$ cat src/rtl/otter_stream_pkg.sv
// Shared lane count, lane-select type and one-hot decode for the stream demux blocks.
package otter_stream_pkg;

  localparam int NUM_LANES = 4;

  typedef logic [1:0] lane_sel_t;

  function automatic logic [NUM_LANES-1:0] lane_onehot(input lane_sel_t sel);
    logic [NUM_LANES-1:0] oh;
    oh      = '0;
    oh[sel] = 1'b1;
    return oh;
  endfunction

endpackage

$ cat src/rtl/demux_lane.sv
// One output lane: single-entry holding register plus saturating handshake counter.
// Write lands next cycle; wr_rdy is high when empty or draining this cycle (refill with no bubble).
module demux_lane #(
  parameter int WIDTH = 32,
  parameter int CNT_W = 8
) (
  input  logic             clk,
  input  logic             rst,
  input  logic             wr_vld,
  input  logic [WIDTH-1:0] wr_dat,
  output logic             wr_rdy,
  output logic             out_vld,
  output logic [WIDTH-1:0] out_dat,
  input  logic             out_rdy,
  input  logic             cnt_clr,
  output logic [CNT_W-1:0] cnt
);

  logic             vld_q, vld_d;
  logic [WIDTH-1:0] dat_q, dat_d;
  logic [CNT_W-1:0] cnt_q, cnt_d;
  logic             out_hs;

  assign out_hs  = vld_q && out_rdy;
  assign wr_rdy  = !vld_q || out_rdy;
  assign out_vld = vld_q;
  assign out_dat = dat_q;
  assign cnt     = cnt_q;

  always_comb begin
    vld_d = vld_q;
    dat_d = dat_q;
    cnt_d = cnt_q;
    if (out_hs) vld_d = 1'b0;
    // A refill in the same cycle as a drain overrides the clear.
    if (wr_vld) begin
      vld_d = 1'b1;
      dat_d = wr_dat;
    end
    if (cnt_clr) begin
      cnt_d = '0;
    end else if (out_hs && (cnt_q != {CNT_W{1'b1}})) begin
      cnt_d = cnt_q + 1'b1;
    end
  end

  always_ff @(posedge clk) begin
    if (rst) begin
      vld_q <= 1'b0;
      dat_q <= '0;
      cnt_q <= '0;
    end else begin
      vld_q <= vld_d;
      dat_q <= dat_d;
      cnt_q <= cnt_d;
    end
  end

endmodule

$ cat src/rtl/stream_demux4.sv
// Routes one input stream to four single-entry output lanes by IN_SEL, latency 1.
// IN_READY follows only the selected lane, so a stalled lane never blocks the others.
module stream_demux4
  import otter_stream_pkg::*;
#(
  parameter int WIDTH = 32,
  parameter int CNT_W = 8
) (
  input  logic                 CLK,
  input  logic                 RST,
  input  logic                 IN_VALID,
  input  logic [WIDTH-1:0]     IN_DATA,
  input  lane_sel_t            IN_SEL,
  output logic                 IN_READY,
  output logic [NUM_LANES-1:0] OUT_VALID,
  output logic [WIDTH-1:0]     OUT_DATA0,
  output logic [WIDTH-1:0]     OUT_DATA1,
  output logic [WIDTH-1:0]     OUT_DATA2,
  output logic [WIDTH-1:0]     OUT_DATA3,
  input  logic [NUM_LANES-1:0] OUT_READY,
  input  logic                 CNT_CLR,
  output logic [CNT_W-1:0]     CNT0,
  output logic [CNT_W-1:0]     CNT1,
  output logic [CNT_W-1:0]     CNT2,
  output logic [CNT_W-1:0]     CNT3
);

  logic [NUM_LANES-1:0]            lane_rdy;
  logic [NUM_LANES-1:0]            lane_wr;
  logic [NUM_LANES-1:0][WIDTH-1:0] lane_dat;
  logic [NUM_LANES-1:0][CNT_W-1:0] lane_cnt;

  assign IN_READY = !RST && lane_rdy[IN_SEL];

  always_comb begin
    lane_wr = '0;
    if (IN_VALID && IN_READY) lane_wr = lane_onehot(IN_SEL);
  end

  for (genvar i = 0; i < NUM_LANES; i++) begin : g_lane
    demux_lane #(
      .WIDTH (WIDTH),
      .CNT_W (CNT_W)
    ) u_lane (
      .clk     (CLK),
      .rst     (RST),
      .wr_vld  (lane_wr[i]),
      .wr_dat  (IN_DATA),
      .wr_rdy  (lane_rdy[i]),
      .out_vld (OUT_VALID[i]),
      .out_dat (lane_dat[i]),
      .out_rdy (OUT_READY[i]),
      .cnt_clr (CNT_CLR),
      .cnt     (lane_cnt[i])
    );
  end

  assign OUT_DATA0 = lane_dat[0];
  assign OUT_DATA1 = lane_dat[1];
  assign OUT_DATA2 = lane_dat[2];
  assign OUT_DATA3 = lane_dat[3];
  assign CNT0      = lane_cnt[0];
  assign CNT1      = lane_cnt[1];
  assign CNT2      = lane_cnt[2];
  assign CNT3      = lane_cnt[3];

endmodule

$ cat config.mk
export PLATFORM = sky130hd
export DESIGN_NAME = stream_demux4
export DESIGN_NICKNAME = d
export VERILOG_FILES = /design/src/rtl/otter_stream_pkg.sv /design/src/rtl/demux_lane.sv /design/src/rtl/stream_demux4.sv
export SDC_FILE = /design/constraint.sdc
export NUM_CORES = 1
export LEC_CHECK = 0
export CORE_MARGIN = 8
export CORE_UTILIZATION = 46
export DETAILED_ROUTE_END_ITERATION = 12
export GPL_ROUTABILITY_DRIVEN = 0
export PLACE_DENSITY = 0.9
export SLEW_MARGIN = 20
export SYNTH_ARGS = -nofsm -noshare
export SYNTH_HDL_FRONTEND = slang
export SYNTH_HIERARCHICAL = 1
export SYNTH_SLANG_ARGS = --single-unit
$ cat constraint.sdc
create_clock -name CLK -period 2.3 [get_ports CLK]
set_input_delay 0.345 -clock CLK [delete_from_list [all_inputs] [get_ports CLK]]
set_output_delay 0.345 -clock CLK [all_outputs]
set_load 0.005 [all_outputs]
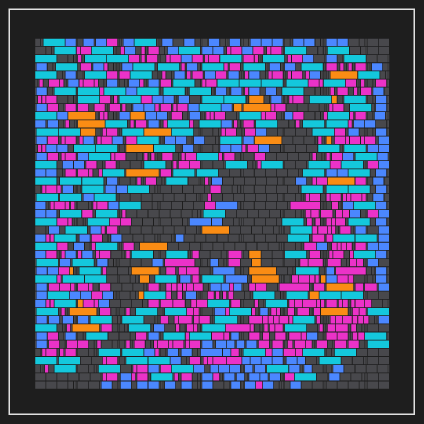
**Above:** cells coloured by class.
Scale: 3 px per um. Fill, decap, tap and diode cells in grey.
- clock drivers and dummy loads: orange (cells 32; share of their area 6.2%)
- all other logic: magenta (cells 418; share of their area 33%)
- flip-flops: cyan (cells 164; share of their area 36%)
- other buffers and delay cells: blue (cells 228; share of their area 25%)

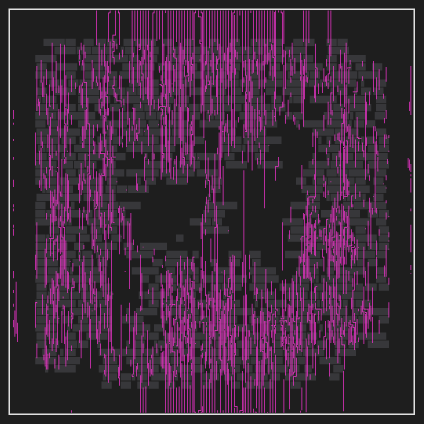
**Above:** the metal 2 layer.
Scale: 3 px per um. Cells faint in the background.
- main direction: vertical
- share of all routed wire: 50%
- wire length on this layer: 9210 um
- nets with wire on the layer: 780
- longest straight run: 55.9 um

==> job_summary.md <==
### Metrics collected by this job

| Metric | Value |
|---|---|
| Result of the run | `finished, final reports clean` |
| Most instantiated cells after synthesis | `sky130_fd_sc_hd__dfxtp_1, sky130_fd_sc_hd__mux2i_1, sky130_fd_sc_hd__nor2_1` |
| Number of rows in the core area | `43` |
| Clock insertion delay at the later pin of the skew report | `0.42 ns` |
| ClkCell Share | `0.0609` |
| Num CTS Buffers | `17` |
| Number of buffer cells added on primary ports | `about 210` |
| Antenna diode count | `0` |
| Final cell utilization of the core | `0.678` |
| Setup Fix Bufs, Post-CTS | `0` |
| Multi-input gate share of the layout cell area | `0.319` |
| Tapcell count | `approximately 180` |
| Maximum number of pins on one net before global-route repair | `about 66` |
| Hpwl dp | `13.1 mm` |
| Register share after synthesis | `0.508` |
| Buffer share of cell area | `0.244` |
| Maximum resistive drop on vdd | `0.780 mV` |
| Multi-input combinational cell area | `between 0.002 and 0.003 mm^2` |
| Post-route total power | `6.08 mW` |
| Max_cap viols | `0` |
| Commonest non-fill, non-tap cells in the layout | `sky130_fd_sc_hd__clkdlybuf4s50_1, sky130_fd_sc_hd__dfxtp_1, sky130_fd_sc_hd__mux2i_1` |
| Die y size | `~130 um` |
| Count of nets after finishing | `slightly below 900` |
| Number of non-clock inverters | `4` |
| Cell type with the highest aggregate area in the netlist | `sky130_fd_sc_hd__dfxtp_1` |
| Number of warnings in the stage logs | `26` |
| Die ar. | `0.0181 mm^2` |
| Clock-pin slew on the worst setup and hold paths | `0.06 ns` |
| Clock Sinks | `164` |
| DR DRC count | `0` |
| Detailed route wirelength on metal3 | `1.55 mm` |
| Cts-stage hold buffer count | `0` |
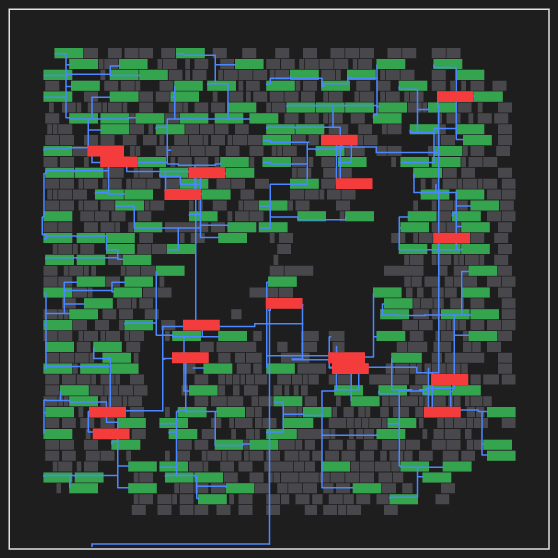
**Above:** routed clock nets over the placement.
Scale: 4 px per um.
- cells driving clock nets: red (count 17)
- clock wires: blue (length 1920 um)
- flip-flops: green (count 164)
- routed clock nets: 18
- flops lie: spread over the die

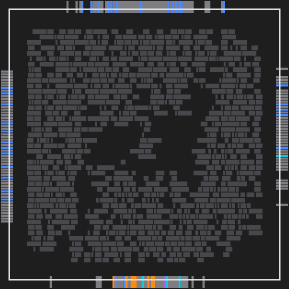
**Above:** ports around the boundary.
Scale: 2 px per um. Pins as bars across the die edge, other pins in grey.
- OUT_DATA0: blue (pins 32; direction output; edge 13 north, 12 west, 5 east, 2 south)
- IN_READY: purple (pins 1; direction output; edge south)
- CNT2: orange (pins 8; direction output; edge south)
- OUT_VALID: cyan (pins 4; direction output; edge 3 south, 1 east)

Power figures rest on the tool's default switching activity, not on a simulated workload.
